Fig. 1: selected gate families
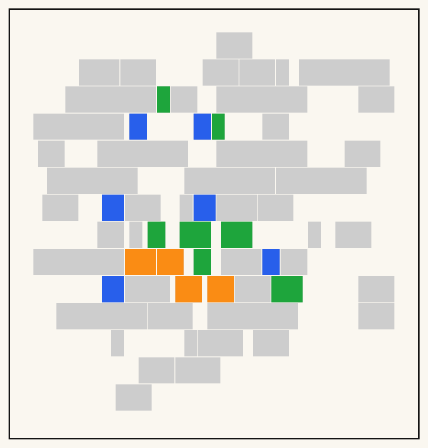
Fig. 2: local utilization
The die is cut into 8 by 9 equal tiles; white is low, dark blue is high, 0 to 100% covered.
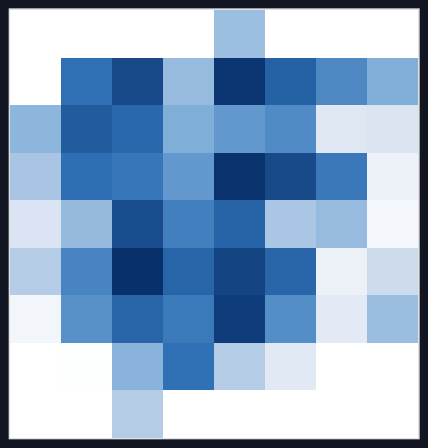
$ cat config.mk
export PLATFORM = sky130hd
export DESIGN_NAME = tdm_demux
export DESIGN_NICKNAME = d
export VERILOG_FILES = /design/src/rtl/tdm_pkg.sv /design/src/rtl/tdm_demux_slot_counter.sv /design/src/rtl/tdm_demux.sv
export SDC_FILE = /design/constraint.sdc
export NUM_CORES = 1
export LEC_CHECK = 0
export CAP_MARGIN = 20
export CORE_AREA = 2 2 39 41
export DETAILED_ROUTE_END_ITERATION = 7
export DIE_AREA = 0 0 41 43
export PLACE_DENSITY_LB_ADDON = 0.2
export RECOVER_POWER = 100
export SLEW_MARGIN = 20
export SYNTH_ARGS = -nofsm -noshare
export SYNTH_HDL_FRONTEND = slang
export SYNTH_SLANG_ARGS = --single-unit
$ cat constraint.sdc
create_clock -name clk -period 1.9 [get_ports clk]
set_input_delay 0.38 -clock clk [delete_from_list [all_inputs] [get_ports clk]]
set_output_delay 0.38 -clock clk [all_outputs]
set_load 0.03 [all_outputs]
$ cat src/rtl/tdm_pkg.sv
// Shared constants and state encoding for the TDM demultiplexer.
package tdm_pkg;

  localparam int unsigned CHANNELS = 4;
  localparam int unsigned SEL_W    = 2;

  typedef enum logic {
    HUNT   = 1'b0,
    LOCKED = 1'b1
  } state_e;

endpackage : tdm_pkg

$ cat src/rtl/tdm_demux_slot_counter.sv
// Slot select counter: loads to 1 on a sync beat, steps on locked valid beats,
// and flags the last slot of the frame.
module slot_counter
  import tdm_pkg::*;
(
  input  logic             clk,
  input  logic             rst_n,
  input  logic             i_en,
  input  logic             i_load,
  output logic [SEL_W-1:0] o_cnt,
  output logic             o_wrap_c
);

  logic [SEL_W-1:0] r_cnt;

  // Slot 0 has just been captured on a load, so the next valid beat goes to slot 1.
  always_ff @(posedge clk or negedge rst_n) begin
    if (!rst_n) begin
      r_cnt <= '0;
    end else if (i_load) begin
      r_cnt <= SEL_W'(1);
    end else if (i_en) begin
      r_cnt <= r_cnt + SEL_W'(1);
    end
  end

  assign o_cnt    = r_cnt;
  assign o_wrap_c = (r_cnt == SEL_W'(CHANNELS - 1));

endmodule : slot_counter

$ cat src/rtl/tdm_demux.sv
// Serial-to-parallel 4-slot TDM demultiplexer: locks to frame sync, stages
// slot bits and publishes a complete frame word once per frame.
module tdm_demux
  import tdm_pkg::*;
(
  input  logic                clk,
  input  logic                rst_n,
  input  logic                din,
  input  logic                din_valid,
  input  logic                sync,
  output logic [CHANNELS-1:0] Y,
  output logic [SEL_W-1:0]    S,
  output logic                frame_done,
  output logic                sync_err
);

  state_e              r_state;
  state_e              w_state_nxt;
  logic [CHANNELS-2:0] r_stage;
  logic [CHANNELS-2:0] w_stage_nxt;
  logic [CHANNELS-1:0] r_y;
  logic [CHANNELS-1:0] w_y_nxt;
  logic                r_frame_done;
  logic                w_frame_done_nxt;
  logic                r_sync_err;
  logic                w_sync_err_nxt;
  logic [SEL_W-1:0]    w_slot;
  logic                w_wrap;
  logic                w_cnt_en;
  logic                w_cnt_load;

  assign w_cnt_en   = din_valid && (r_state == LOCKED);
  assign w_cnt_load = din_valid && sync;

  slot_counter u_slot_counter (
    .clk      (clk),
    .rst_n    (rst_n),
    .i_en     (w_cnt_en),
    .i_load   (w_cnt_load),
    .o_cnt    (w_slot),
    .o_wrap_c (w_wrap)
  );

  // State, staging, output word and pulse registers.
  always_ff @(posedge clk or negedge rst_n) begin
    if (!rst_n) begin
      r_state      <= HUNT;
      r_stage      <= '0;
      r_y          <= '0;
      r_frame_done <= 1'b0;
      r_sync_err   <= 1'b0;
    end else begin
      r_state      <= w_state_nxt;
      r_stage      <= w_stage_nxt;
      r_y          <= w_y_nxt;
      r_frame_done <= w_frame_done_nxt;
      r_sync_err   <= w_sync_err_nxt;
    end
  end

  // Next state: a sync beat always restarts the frame at slot 0; the slot-3
  // beat publishes the staged bits plus the incoming bit as one word.
  always_comb begin
    w_state_nxt      = r_state;
    w_stage_nxt      = r_stage;
    w_y_nxt          = r_y;
    w_frame_done_nxt = 1'b0;
    w_sync_err_nxt   = 1'b0;
    if (din_valid) begin
      case (r_state)
        HUNT: begin
          if (sync) begin
            w_stage_nxt = (CHANNELS - 1)'(din);
            w_state_nxt = LOCKED;
          end
        end
        LOCKED: begin
          if (sync) begin
            w_sync_err_nxt = (w_slot != '0);
            w_stage_nxt    = (CHANNELS - 1)'(din);
          end else if (w_wrap) begin
            w_y_nxt          = {din, r_stage};
            w_frame_done_nxt = 1'b1;
          end else begin
            w_stage_nxt[w_slot] = din;
          end
        end
        default: begin
          w_state_nxt = HUNT;
        end
      endcase
    end
  end

  assign Y          = r_y;
  assign S          = w_slot;
  assign frame_done = r_frame_done;
  assign sync_err   = r_sync_err;

endmodule : tdm_demux
==> results.toml <==
# synthesis and place-and-route metrics
[status]
run_status = "complete, no violations"

[synthesis]
ys_cells = 47
netlist_instances = 47
synth_seq_share_pct = 51.6
ys_types = 18
syn_area_um2 = 582
syn_avg_cell_area_um2 = 12.4
yosysWarnings = 0
syn_nets = 56
ys_area_um2 = 582

[clock_tree]
cts_tree = "yes"
cts_resized = 0
cts-root-buf = "clkbuf_4"
htreeDepth = 1
clk_pin_slew_ns = 0.06
cts_buffers = 3

[grt]
grt_pass1_vias = 380
grt_pass1_wl_mm = 1.64
grt_max_degree = 13
groute.usage.overall_pct = 13.9
grt_overflow_total = 0

[setup_path]
max_stage_delay_ns = 0.71
crit_path_top_delay_cell = "clkdlybuf4s50_1"
critPathMaxFanout = 7
endpoint_kind = "output pin"
path_class = "flop to output pin"
worst_ep_required_time_ns = 1.52

[hold_path]
min_path_type = "flop to flop"

[drt]
post-route-drc-count = 0
drtAntennaViolNets = 0
drt-total-wl_mm = 1.00
vias_per_cell = 5.08

[run]
warning_count = 29

[timing]
hold_violations = 0
max_freq_ghz = 0.556
fin_crit_sh_pct = 94.6
slew_viol_final = 0

[layout]
num_antenna_cells = 0
final_layout_size_suffix_gt1_share_pct = 11.1
fillers = 133

[floorplan]
die_y_um = 43
core.rowCount = 14
chipArea_um2 = 1760

[place]
place.gp.congestion = 0.793
## Picture notes: Fig. 1
legend:
  aoi and oai cells:
    color: blue
    cells: 6
    most_used: o22ai_1
  nand cells:
    color: green
    cells: 7
    most_used: nand4b_1
    where: middle
  non-inverting ao/oa cells:
    color: orange
    cells: 4
    most_used: o21a_1
Comb area share: 31.7%
highest-count logic cell in the final layout: dfrtp_1
Non-Filler Instances: 79

## Picture notes: Fig. 2
nearly empty tiles: 26%
emptiest ninth of the die: bottom right
densest ninth of the die: middle
mean over tiles: 41%
fullest tile: 100%
Floorplan Utilization: 42.0%
core area: 1380 um2
Core Util, Final: 53.0%

per-layer routing:
layer  part of all wire (%)  track usage, %  wire (um)
met3                    5.6            7.85         56
met1                     48            21.0        479
met5                      0               0          0
met4                      0               0          0
met2                     47            18.4        469
path summary, 6_finish.rpt:
path	start	end	slack [ns]	cells after the start
min in group asynchronous	rst_n	r_state$_DFFE_PN0P_	0.53	1
min	Y[1]$_DFFE_PN0P_	Y[1]$_DFFE_PN0P_	0.48	2
min reg2reg	Y[1]$_DFFE_PN0P_	Y[1]$_DFFE_PN0P_	0.48	2
max	u_slot_counter.o_cnt[0]$_DFFE_PN0P_	S[0]	0.10	1
max in group asynchronous	rst_n	Y[2]$_DFFE_PN0P_	1.00	1
max reg2reg	u_slot_counter.o_cnt[0]$_DFFE_PN0P_	r_stage[0]$_DFFE_PN0P_	0.37	5
cell families after synthesis:
logic type | count (synthesis) | synth area share (%)
fa+ha+maj | 4 | 8.60
simple gates | 9 | 13.5
flops | 12 | 51.6
buf+inv | 7 | 5.81
mux | 5 | 9.25
compound gates | 10 | 11.2
registers in the layout, summed over array words and instances (netlist names):
register              count
Y                         4
frame_done                1
r_stage                   3
r_state                   1
sync_err                  1
u_slot_counter.o_cnt      2
layout by cell type, fill, tap and decap left out, drive strengths merged, types with 3 or more instances in the layout:
master,synthesis,routed
nand4b,3,3
ha,4,4
dfrtp,12,12
inv,5,5
clkdlybuf4s50,0,3
o22ai,3,3
clkbuf,0,5
dlygate4sd3,0,9
mux2,3,3
layout make-up:
class / instances / area (um2) / share of cell area, %
Sequential cell: 12 / 300 / 41.0
Timing Repair Buffer: 15 / 139 / 18.9
Tap cell: 16 / 20.0 / 2.73
Multi-Input combinational cell: 28 / 233 / 31.7
Inverter: 5 / 18.8 / 2.56
Clock buffer: 3 / 22.5 / 3.07
synth_stat cells (all sizes together):
cell type  count  area share, %
a21o           1            1.3
a21oi          1           0.86
and4b          2            3.4
buf            2            2.6
dfrtp         12             52
ha             4            8.6
inv            5            3.2
mux2           3            5.8
mux2i          2            3.4
nand2          2            1.3
nand3          2            1.7
nand4b         3            7.1
o21a           2            2.6
o21ai          2            1.7
o22a           1            1.5
o22ai          3            3.2
power by group:
group / internal (mW) / switching [mW]
registers: 0.323 / 0.0355
logic: 0.141 / 0.191
clock network: 0.0730 / 0.0706
stage by stage:
stage	cells	hold WS (ns)	power, mW	util (%)	instance area [um2]
3_3_place_gp	76	0.474	0.716	52.7	729
6_report	79	0.484	0.833	53.0	733
3_5_place_dp	76	0.485	0.727	52.7	729
5_1_grt	79	0.526	0.885	53.0	733
2_1_floorplan	47	0.0844	0.573	-	582
4_1_cts	79	0.484	0.874	54.3	752
No activity file was given, so power comes from the tool's default toggle rates.
